==> run_1/layer_met1.png <==
Scale bar: 20 microns. Supply wires on this layer in gray.
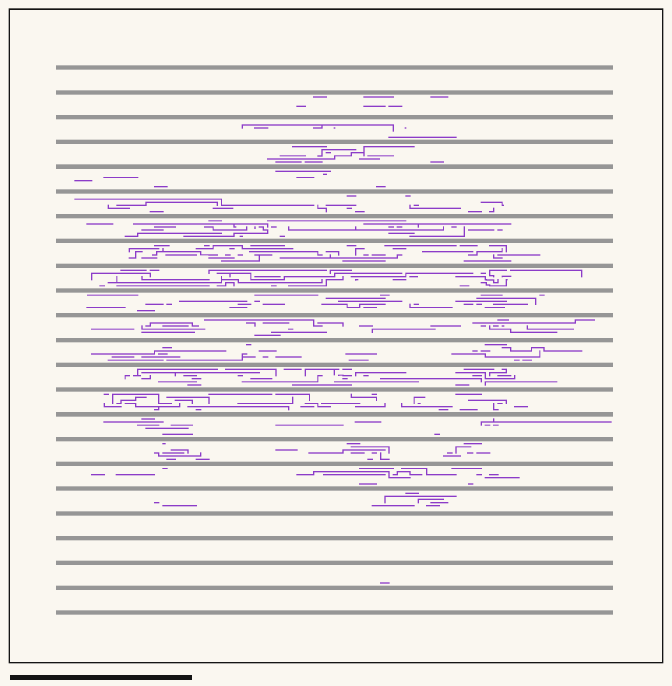
==> run_1/layer_met2.png <==
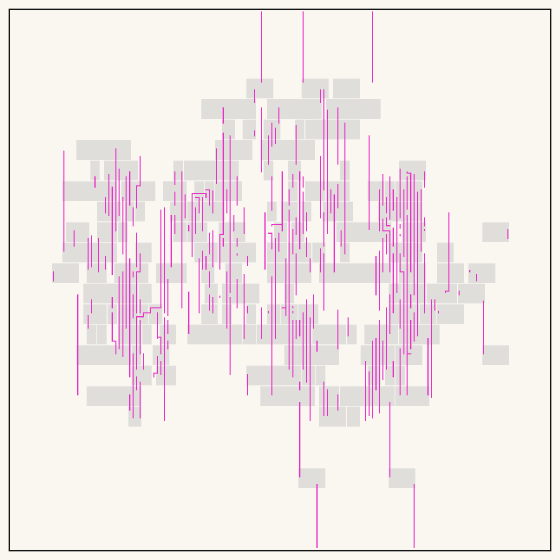
==> run_1/layer_met3.png <==
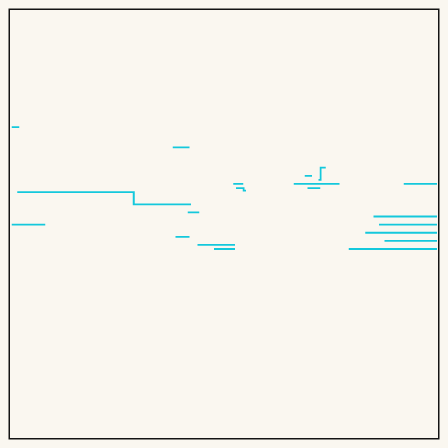
==> run_1/congestion.png <==
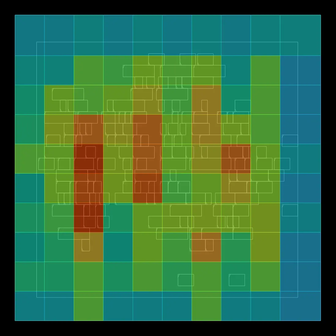
<file path="src/rtl/scan_seq_pkg.sv">
// Shared encodings and widths for the decoder scan sequencer.
package scan_seq_pkg;

    localparam int SLOT_W = 2;
    localparam int NSLOTS = 4;

    typedef enum logic [1:0] {
        S_IDLE  = 2'd0,
        S_BLANK = 2'd1,
        S_DRIVE = 2'd2
    } state_t;

endpackage

</file>
<file path="src/rtl/next_slot_pick.sv">
// Finds the next enabled slot after cur, searching cyclically upward.
module next_slot_pick
    import scan_seq_pkg::*;
(
    input  logic [SLOT_W-1:0] cur,
    input  logic [NSLOTS-1:0] mask,
    output logic [SLOT_W-1:0] nxt,
    output logic              wrap,
    output logic              none
);

    logic              found;
    logic [SLOT_W-1:0] idx;

    always_comb begin
        nxt   = cur;
        found = 1'b0;
        idx   = '0;
        for (int unsigned i = 1; i <= NSLOTS; i++) begin
            idx = cur + SLOT_W'(i);
            if (!found && mask[idx]) begin
                nxt   = idx;
                found = 1'b1;
            end
        end
        none = (mask == '0);
        wrap = (nxt <= cur);
    end

endmodule

</file>
<file path="src/rtl/decoder_scan_sequencer.sv">
// Scans a 2-to-4 decoder through the enabled slots with blank/dwell timing.
module decoder_scan_sequencer
    import scan_seq_pkg::*;
#(
    parameter int DWELL = 8,
    parameter int BLANK = 2,
    parameter int CW    = 8
) (
    input  logic       clk,
    input  logic       rst,
    input  logic       run,
    input  logic [3:0] mask,
    output logic       a,
    output logic       b,
    output logic       e,
    output logic       busy,
    output logic       slot_done,
    output logic       frame_done
);

    localparam logic [CW-1:0] DWELL_LD  = CW'(DWELL - 1);
    localparam logic [CW-1:0] BLANK_LD  = CW'((BLANK > 0) ? BLANK - 1 : 0);
    localparam bit            HAS_BLANK = (BLANK > 0);

    state_t            state, state_n;
    logic [CW-1:0]     cnt, cnt_n;
    logic [SLOT_W-1:0] slot, slot_n;
    logic [SLOT_W-1:0] pend_slot;
    logic              pend_go;
    logic              last_n, go_n;

    logic [SLOT_W-1:0] start_nxt, next_nxt;
    logic              start_none, next_none, next_wrap;
    logic              unused_start_wrap;

    next_slot_pick u_start (
        .cur  ('1),
        .mask (mask),
        .nxt  (start_nxt),
        .wrap (unused_start_wrap),
        .none (start_none)
    );

    // Looks ahead from the slot about to enter its final DRIVE cycle so
    // frame_done can be registered alongside slot_done.
    next_slot_pick u_next (
        .cur  (slot_n),
        .mask (mask),
        .nxt  (next_nxt),
        .wrap (next_wrap),
        .none (next_none)
    );

    always_ff @(posedge clk) begin
        if (rst) begin
            state <= S_IDLE;
            cnt   <= '0;
            slot  <= '0;
        end else begin
            state <= state_n;
            cnt   <= cnt_n;
            slot  <= slot_n;
        end
    end

    always_comb begin
        state_n = state;
        cnt_n   = cnt;
        slot_n  = slot;
        unique case (state)
            S_IDLE: begin
                slot_n = '0;
                cnt_n  = '0;
                if (run && !start_none) begin
                    slot_n  = start_nxt;
                    state_n = HAS_BLANK ? S_BLANK : S_DRIVE;
                    cnt_n   = HAS_BLANK ? BLANK_LD : DWELL_LD;
                end
            end
            S_BLANK: begin
                if (cnt == '0) begin
                    state_n = S_DRIVE;
                    cnt_n   = DWELL_LD;
                end else begin
                    cnt_n = cnt - 1'b1;
                end
            end
            S_DRIVE: begin
                if (cnt != '0) begin
                    cnt_n = cnt - 1'b1;
                end else if (pend_go) begin
                    slot_n  = pend_slot;
                    state_n = HAS_BLANK ? S_BLANK : S_DRIVE;
                    cnt_n   = HAS_BLANK ? BLANK_LD : DWELL_LD;
                end else begin
                    slot_n  = '0;
                    state_n = S_IDLE;
                    cnt_n   = '0;
                end
            end
            default: begin
                state_n = S_IDLE;
                cnt_n   = '0;
                slot_n  = '0;
            end
        endcase
        last_n = (state_n == S_DRIVE) && (cnt_n == '0);
        go_n   = run && !next_none;
    end

    // run/mask are captured on entry to the final DRIVE cycle; that decision
    // drives both frame_done and the following boundary transition.
    always_ff @(posedge clk) begin
        if (rst) begin
            e          <= 1'b0;
            busy       <= 1'b0;
            slot_done  <= 1'b0;
            frame_done <= 1'b0;
            pend_slot  <= '0;
            pend_go    <= 1'b0;
        end else begin
            e          <= (state_n == S_DRIVE);
            busy       <= (state_n != S_IDLE);
            slot_done  <= last_n;
            frame_done <= last_n && (!go_n || next_wrap);
            if (last_n) begin
                pend_slot <= next_nxt;
                pend_go   <= go_n;
            end
        end
    end

    assign a = slot[1];
    assign b = slot[0];

endmodule

</file>
<file path="config.mk">
export PLATFORM = sky130hd
export DESIGN_NAME = decoder_scan_sequencer
export DESIGN_NICKNAME = d
export VERILOG_FILES = /design/src/rtl/scan_seq_pkg.sv /design/src/rtl/next_slot_pick.sv /design/src/rtl/decoder_scan_sequencer.sv
export SDC_FILE = /design/constraint.sdc
export NUM_CORES = 1
export LEC_CHECK = 0
export CORE_MARGIN = 5
export CORE_UTILIZATION = 30
export DETAILED_ROUTE_END_ITERATION = 8
export HOLD_SLACK_MARGIN = 0.03
export SYNTH_ARGS = -nofsm -noshare
export SYNTH_HDL_FRONTEND = slang
export SYNTH_SLANG_ARGS = --single-unit
</file>
<file path="constraint.sdc">
create_clock -name clk -period 3.3 [get_ports clk]
set_input_delay 0.33 -clock clk [delete_from_list [all_inputs] [get_ports clk]]
set_output_delay 0.33 -clock clk [all_outputs]
set_load 0.02 [all_outputs]
</file>
==> commit_impl_results.txt, run 1 <==
Update PnR metrics after Yosys + OpenROAD run

* Number of detailed-route iterations in the first pass: 6
* Antenna Diode Count: 0
- Top cell family by delay on the critical path: AND-OR/OR-AND gates
- Post-route period utilization is reported as 0.877.
* Count of input and output buffers: 12
* Global-route wire length before repair: about 4200 microns
- Of the synthesized area, sequential elements account for 0.334.
* Growth of design area from synthesis to finish: 17.5%
- Cell Int Power: ~0.00046 W
- The final timing report lists clock skew as between 0.001 and 0.0015 ns.
- Time the final worst path needs with I/O delays and setup: between 2 and 3 ns
- Overall routing resource usage recorded by global route was 0.100.
* Post-route setup slack: a little over 0.4 ns
* Worst-Margin Slew: between 0.5 and 0.6 ns
* Crit path max fanout: 8
- Longest Clk Path Bufs: 2
- In this run the post-CTS setup repair buffer count came out at 0.
- Final tally of hold violations: 0
- After legalization and detailed placement, the total HPWL measured roughly 1900 microns.
- Looking at the setup timing report, the critical path kind is flop to flop.
- Setup repair after global routing missed its margin: false
* Distinct cells, synth: roughly 49
- Post-route design area: approximately 1300 sq um
- In this run, placement finished with an instance count of around 190.
* Post-cts hold-fix buffer tally: 0
- STA classifies the critical path startpoint as a flop.
- Per the GRT congestion report, total overflow comes to 0.
- Total of warnings raised by yosys: 0
- Worst slew slack as a fraction of its limit: 0.643
- Most instantiated cells after synthesis: sky130_fd_sc_hd__dfxtp_1 (19), sky130_fd_sc_hd__nor2_1 (15), sky130_fd_sc_hd__a21oi_1 (10)
- For reference, the top cells by area after synthesis are sky130_fd_sc_hd__dfxtp_1 (33%), sky130_fd_sc_hd__nor2_1 (4.9%), sky130_fd_sc_hd__a21oi_1 (4.4%).
* Boundary pin count: 13
- Routed via count divided by cell count: 5.33
* Vias in the first global route: 951
* Post-route DRC violation count: 0
- On the final layout, the worst hold slack is around 0.57 ns.
- In this build the clock could be raised as far as approximately 350 MHz.
* Post-layout power: 0.000743 W
* Most frequent cell after synthesis: sky130_fd_sc_hd__dfxtp_1
- In the synthesized netlist the async set-or-reset flop fraction comes to 0.
- Count of pins over their slew limit: 0
- Core outline area: 3660 sq um
* Total cell area reported by yosys after synthesis: between 1000 and 1500 sq um
* Post-Synthesis Cell Area: about 1100 sq um
- Of the total power, the share spent switching nets is 0.380.
* Gate count after technology mapping: around 130
- Per the synth stats, the flop cell with the highest instance count is sky130_fd_sc_hd__dfxtp_1.
* Initial DRC count: 44
- Number of enable-type register cells in the synthesized netlist: 0
- Counting flops and latches in the post-synthesis netlist gives 19.
* Pre-Place Util: 0.311
- Synthesized net count: ~140
- Library cell occupying the most area in the post-synthesis netlist: sky130_fd_sc_hd__dfxtp_1
- The flow reported a cell area power density of around 560 nW/um^2.
- STA classifies the critical path endpoint as a flop.
- Per the cell usage report, the commonest logic cells after layout are sky130_fd_sc_hd__dfxtp_1 (19), sky130_fd_sc_hd__nor2_1 (15), sky130_fd_sc_hd__clkdlybuf4s50_1 (12), sky130_fd_sc_hd__a21oi_1 (10), sky130_fd_sc_hd__inv_1 (8).
- In this run the critical path is formed by nor4_2 -> nand3_1 -> a311oi_4 -> mux2_1 -> a211oi_2 -> ha_1 -> inv_1 -> a21oi_1 -> a21oi_1 -> a21boi_1.
- Source-to-sink clock delay at the later pin of the worst-skew pair: 0.25 ns
- Worst supply voltage drop on vdd: between 0.0002 and 0.0003 V
- Among all stages on the critical path, the largest delay is contributed by sky130_fd_sc_hd__a311oi_4.
- The floorplan step set the die width to 71.6 microns.
- Leakage: ~0.5 nW
- The synth_stat.txt file lists the number of cells as 128.
- Fraction of layout instances using a drive strength above 1: 0.121
* Register share of total power: 0.386
- Library cell used as clock root buffer: sky130_fd_sc_hd__clkbuf_8
- Most instantiated logic cell after routing: sky130_fd_sc_hd__dfxtp_1
- Top-area cell share: 0.334
* Result of the run: completed
* Nets: around 150
* Hold crit path type: flop to flop
- Gp weighted congestion: roughly 0.82
* Die ar.: approximately 5100 sq um
- Sw power: 0.000282 W
- Among the stages of the critical path, the cell type that occurs most often is sky130_fd_sc_hd__a21oi_1.
* Number of nets still failing antenna checks after routing: 0
- Largest net degree at the start of global routing: 15
* Required time at the endpoint of the critical path: roughly 3.5 ns
- Floorplan die height: 71.6 microns
- The floorplan has 22 rows.
* Worst Path Arrival: between 3 and 4 ns
* H-tree depth: 1
- Pre-CTS setup slack: 0.193 ns
- Total area of multi-input combinational cells: about 700 sq um
- Across all stage logs, warnings added up to 27.
- Clock tree synthesis inserted a total of 3 buffers.
- Post-route non-filler standard cell count: 189
- Clock tree from TritonCTS: built
- Count of max-cap constraint violations: 0
- Initial antenna violation count: 0
* Total of cells resized after clock tree synthesis: 0
- Clock-pin slew of the registers on the worst-case setup and hold paths: ~0.070 ns
- Setup TNS: 0 ns
- Synthesized area per cell: around 8.9 sq um
- Relative contribution of the clock network to total power: 0.214
* Crit path buf inv count: 1
- Cell area after placement: between 1000 and 1500 sq um
- Count of fill cells added during filler insertion: 374
- Sink count of the clock tree: 19
- Summing all flip-flop and latch instances after layout gives 380 sq um.
* Critical Path Max Stage Delay: 0.52 ns
- Setup violations, final: 0
- Logic pwr share: 0.400
Notes on layer_met1.png above:
longest straight run: 17.0 microns
nets with wire on the layer: 142
wire length on this layer: 1180 microns
share of all routed wire: 47%
main direction: horizontal
Post-Route WL: 2520 microns
vias: 1007
met1 capacity usage during global routing: 0.121

Notes on layer_met2.png above:
main direction: vertical
longest straight run: 23.8 microns
share of all routed wire: 47%
met2 global-route usage: 0.171

Notes on layer_met3.png above:
main direction: horizontal
nets with wire on the layer: 16
share of all routed wire: 5.1%
wire length on this layer: 129 microns
longest straight run: 19.3 microns
global-route met3 utilization: 0.0266

Notes on congestion.png above:
most congested layer reported by global routing: met2
detailed-route wire length per cell: 13.3 microns
final core occ: 0.365

## run 1: routing by layer
metal	track usage	wire length [microns]	vias to the layer above
met2	0.171	1190	28
met1	0.121	1180	464
li1	-	-	510
met3	0.0266	128	5
met5	0	0	-
met4	0.0313	25	0
## run 1: power groups by stage
stage               clock, W  sequential [W]  combinational, W
CTS                 0.000161        0.000286          0.000298
floorplan                  0        0.000288          0.000239
global placement           0        0.000290          0.000291
global route        0.000173        0.000290          0.000330
detailed placement         0        0.000291          0.000296
finish              0.000159        0.000287          0.000297
## run 1: flip-flops by register name, summed over array words and instances, names as in the netlist
name / cells
frame_done: 1
state: 2
pend_go: 1
busy: 1
slot: 2
slot_done: 1
pend_slot: 2
cnt: 8
e: 1
## run 1: kinds of logic (layout without fill, tap and decap cells)
| kind of cell | Yosys count | count (layout) | synth area share |
|---|---|---|---|
| AND-OR/OR-AND | 37 | 37 | 0.244 |
| XOR/XNOR | 4 | 4 | 0.0308 |
| adder cells (fa/ha/maj) | 4 | 4 | 0.0440 |
| buffers and inverters | 12 | 25 | 0.0527 |
| flip-flops | 19 | 19 | 0.334 |
| multiplexers | 3 | 3 | 0.0319 |
| AND/OR/NAND/NOR | 49 | 49 | 0.263 |
## run 1: path summary, 6_finish.rpt
path	endpoint	slack (ns)	startpoint	cells after the start
worst min register to register	cnt[7]	0.57	cnt[7]	2
worst max-delay path	frame_done	0.40	cnt[2]	10
worst min-delay path	cnt[7]	0.57	cnt[7]	2
worst max register to register	frame_done	0.40	cnt[2]	10
## run 1: area by class of cell
| cell class | instances | share of cell area |
|---|---|---|
| Multi-Input combinational cell | 97 | 0.522 |
| Sequential cell | 19 | 0.284 |
| Timing Repair Buffer | 12 | 0.0898 |
| Tap cell | 48 | 0.0449 |
| Clock buffer | 4 | 0.0337 |
| Inverter | 9 | 0.0253 |
==> run 1 -> run 2 <==
--- a/config.mk
+++ b/config.mk
@@ -9,6 +9,7 @@
 export CORE_UTILIZATION = 30
 export DETAILED_ROUTE_END_ITERATION = 8
 export HOLD_SLACK_MARGIN = 0.03
+export SETUP_SLACK_MARGIN = 0.02
 export SYNTH_ARGS = -nofsm -noshare
 export SYNTH_HDL_FRONTEND = slang
 export SYNTH_SLANG_ARGS = --single-unit
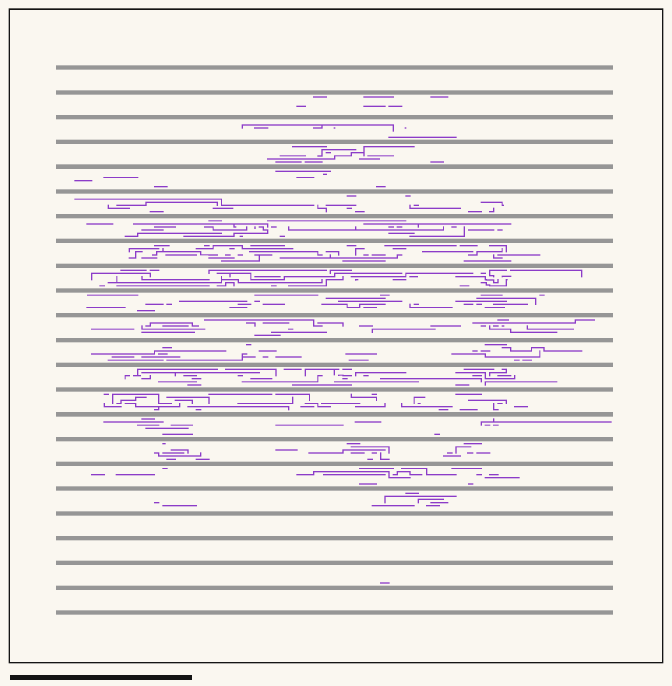
(run_2/layer_met1.png)
Scale bar: 20 microns. Supply wires on this layer in gray.
share of all routed wire: 47%
nets with wire on the layer: 142
main direction: horizontal
longest straight run: 17.0 microns

==> run 2 against run 1 <==
Compared with the run above: critical path depth did not move; register-to-register slack barely moved; maximum frequency did not move; clock power barely moved; routed wire length did not move; synthesized cell count did not move; via count did not move; clock skew did not move.
==> commit_impl_results.txt, run 2 <==
Update PnR metrics after Yosys + OpenROAD run

- Result of the run: completed
* Count of input and output buffers: 12
* Final tally of hold violations: 0
* Highest attainable clock frequency: roughly 350 MHz
- The top cell types in the final layout, fill and taps aside, are sky130_fd_sc_hd__dfxtp_1 (19), sky130_fd_sc_hd__nor2_1 (15), sky130_fd_sc_hd__clkdlybuf4s50_1 (12), sky130_fd_sc_hd__a21oi_1 (10), sky130_fd_sc_hd__inv_1 (8).
- Clock-pin slew of the registers on the worst-case setup and hold paths: roughly 0.070 ns
- The overall die size recorded for this design is 5130 sq um.
- Counting flops with a built-in enable in the synthesized netlist gives 0.
- Detailed-route wire length per cell: 13.3 microns
- CTS built an H-tree with a depth of 1.
- For this run, the final setup violation count is recorded as 0.
- 13 I/O pins were placed.
- Pre-Place Util: 0.311
* Post-cts hold-fix buffer tally: 0
- Parity-gate share of the synthesized area counting xor and xnor cells: 0.0308
- After detailed routing, the wire length on met1 is approximately 1200 microns.
- In the finished design, the share of the clock period the worst path needs comes to 0.877.
- # rows: 22
- Registers take 380 sq um.
* Buffers inserted during post-CTS setup optimization: 0
* Routed via count divided by cell count: 5.33
- Setup repair after global routing left no endpoint under its margin.
- The via count of the first global-routing pass came to approximately 950.
- Worst slew slack as a fraction of its limit: 0.643
- Post-route DRC violation count: 0
- Worst supply voltage drop on vdd: between 0.0002 and 0.0003 V
* Yosys cell count: between 100 and 150
- Launching element type of the critical path: flop
- According to the floorplan report, the die height is 71.6 microns.
- Post-synthesis, Yosys gives the total cell area as 1140 sq um.
- Detail Route met2 WL: around 1200 microns
- Cell total after placement: approximately 190
- On met1, the global router reports a usage of 0.121.
- The commonest cells after synthesis are sky130_fd_sc_hd__dfxtp_1 (19), sky130_fd_sc_hd__nor2_1 (15), sky130_fd_sc_hd__a21oi_1 (10).
- Most frequent cell after synthesis: sky130_fd_sc_hd__dfxtp_1
* Core outline area: around 3700 sq um
- The cell sitting at the root of the clock tree is a sky130_fd_sc_hd__clkbuf_8.
- The synthesized design spends more area on one cell type than any other, namely sky130_fd_sc_hd__dfxtp_1.
* Setup TNS: 0 ns
- Initial antenna violation count: 0
- Counting the fill cells in the layout gives between 300 and 400.
* Post-Synthesis Cell Area: between 1000 and 1500 sq um
* Flip-flop count of the largest register, all copies and words added: 8
* Mux cell area share after synthesis: 0.0319
- Global-route met3 utilization: 0.0266
- Grouping non-sequential cells by family puts the most area in simple AND/OR/NAND/NOR gates.
- Dividing the synthesized area by the synthesized cell count gives 8.90 sq um.
* Count of pins over their slew limit: 0
- The number of clock buffers added by TritonCTS is 3.
- Of the post-synthesis cell area, the dominant cell type holds 0.334.
* Growth of design area from synthesis to finish: 17.5%
- Longest Clk Path Bufs: 2
- Initial DRC count: approximately 44
- In the final layout, the multi-input gates occupy between 600 and 700 sq um.
* Antenna Diode Count: 0
- Ranked by flip-flop count, first place goes to cnt.
* Total of warnings raised by yosys: 0
- Amount of wire on met3 after detailed routing: approximately 130 microns
- The cell-mix breakdown from Yosys lists the adder-cell area share as 0.0440.
* Fraction of layout instances using a drive strength above 1: 0.121
- Global-route wire length before repair: roughly 4200 microns
* Gp weighted congestion: ~0.8
* Met2 global-route usage: 0.171
* Worst-Margin Slew: around 0.53 ns
* Nets: 153
- In this run the remaining antenna-violating nets after routing total 0.
- In this run the power density over the cells is approximately 560 nW/um^2.
- Largest net degree at the start of global routing: 15
* Count of max-cap constraint violations: 0
- STA puts the critical path data arrival time at 3.08 ns.
- Ranked by total cell area, the synthesized netlist is headed by sky130_fd_sc_hd__dfxtp_1 (33%), sky130_fd_sc_hd__nor2_1 (4.9%), sky130_fd_sc_hd__a21oi_1 (4.4%).
- Of the total synthesized cell area, the portion taken by AND-OR and OR-AND cells is 0.244.
- Die width: around 70 microns
- The clock net in this run drives a total of 19 sinks.
- Per the skew report, the later register of the worst-skew pair sees a clock latency of 0.25 ns.
- The detailed router reported a total wirelength of approximately 2500 microns.
- Required time at the endpoint of the critical path: between 3 and 4 ns
- Distinct cells, synth: 49
* Highest routing layer actually used: met4
* Dpl hpwl: a little under 2000 microns
- In this run, the synthesized area fraction spent on and/or/nand/nor cells is recorded as 0.263.
- Synthesized net count: 139
* Gate count after technology mapping: between 100 and 150
* Leakage: just over 0.5 nW
- Global route summary, busiest routing layer listed as met2.
* Max Clock Skew: 0.00102 ns
- Sequential share of the synthesized area: 0.334
- The critical path is of the flop to flop type.
- Of all flip-flops after synthesis, the portion carrying an async set or reset was 0.
* Most common reg cell: sky130_fd_sc_hd__dfxtp_1
- Hold crit path type: flop to flop
- Crit path max fanout: 8
- Most instantiated logic cell after routing: sky130_fd_sc_hd__dfxtp_1
- Total of flip-flops plus latches after synthesis: 19
* Vias: 1007
- The logs give a warning total of 27.
* Post-route non-filler standard cell count: 189
* Time the final worst path needs with I/O delays and setup: about 2.9 ns
* Total of cells resized after clock tree synthesis: 0
* Clock tree from TritonCTS: built
- GRT Resource Usage Total: 0.100
* Number of detailed-route iterations in the first pass: 6
* Type of element capturing the critical path: flop
- Overflow left after global routing: 0
## run 2: cell counts in the layout (fill, tap and decap cells not counted)
Identical to the previous run, type by type.
## run 2: critical path, stage by stage, from the launching register on
cell and delay (ns):
sky130_fd_sc_hd__dfxtp_1 0.39, sky130_fd_sc_hd__nor4_2 0.36, sky130_fd_sc_hd__nand3_1 0.34, sky130_fd_sc_hd__a311oi_4 0.52
sky130_fd_sc_hd__mux2_1 0.39, sky130_fd_sc_hd__a211oi_2 0.27, sky130_fd_sc_hd__ha_1 0.19, sky130_fd_sc_hd__inv_1 0.04
sky130_fd_sc_hd__a21oi_1 0.14, sky130_fd_sc_hd__a21oi_1 0.06, sky130_fd_sc_hd__a21boi_1 0.13
## run 2: power by group
part	internal [W]	switching [W]
Sequential	0.000254	0.0000326
Combinational	0.000121	0.000177
Clock	0.0000857	0.0000730
Total	0.000461	0.000282
## run 2: stage by stage
step	area, sq um	hold WS (ns)	utilization	setup slack [ns]	power, W
2_1_floorplan	1140	0.403	-	0.722	0.000527
3_3_place_gp	1290	0.532	0.353	0.326	0.000582
3_5_place_dp	1290	0.546	0.353	0.193	0.000587
4_1_cts	1340	0.563	0.365	0.401	0.000745
5_1_grt	1340	0.590	0.365	0.217	0.000793
6_report	1340	0.565	0.365	0.405	0.000743
## run 2: area by class of cell
type	count	share of cell area
multi-input combinational	97	0.522
sequential	19	0.284
timing repair buffer	12	0.0898
tap	48	0.0449
clock buffer	4	0.0337
inverter	9	0.0253
## run 2: worst paths after layout
kind,startpoint,endpoint,slack (ns),depth (start not counted)
setup / recovery,cnt[2],frame_done,0.40,10
hold / removal,cnt[7],cnt[7],0.57,2
setup reg to reg,cnt[2],frame_done,0.40,10
hold reg to reg,cnt[7],cnt[7],0.57,2
Power and IR drop assume default switching activity.
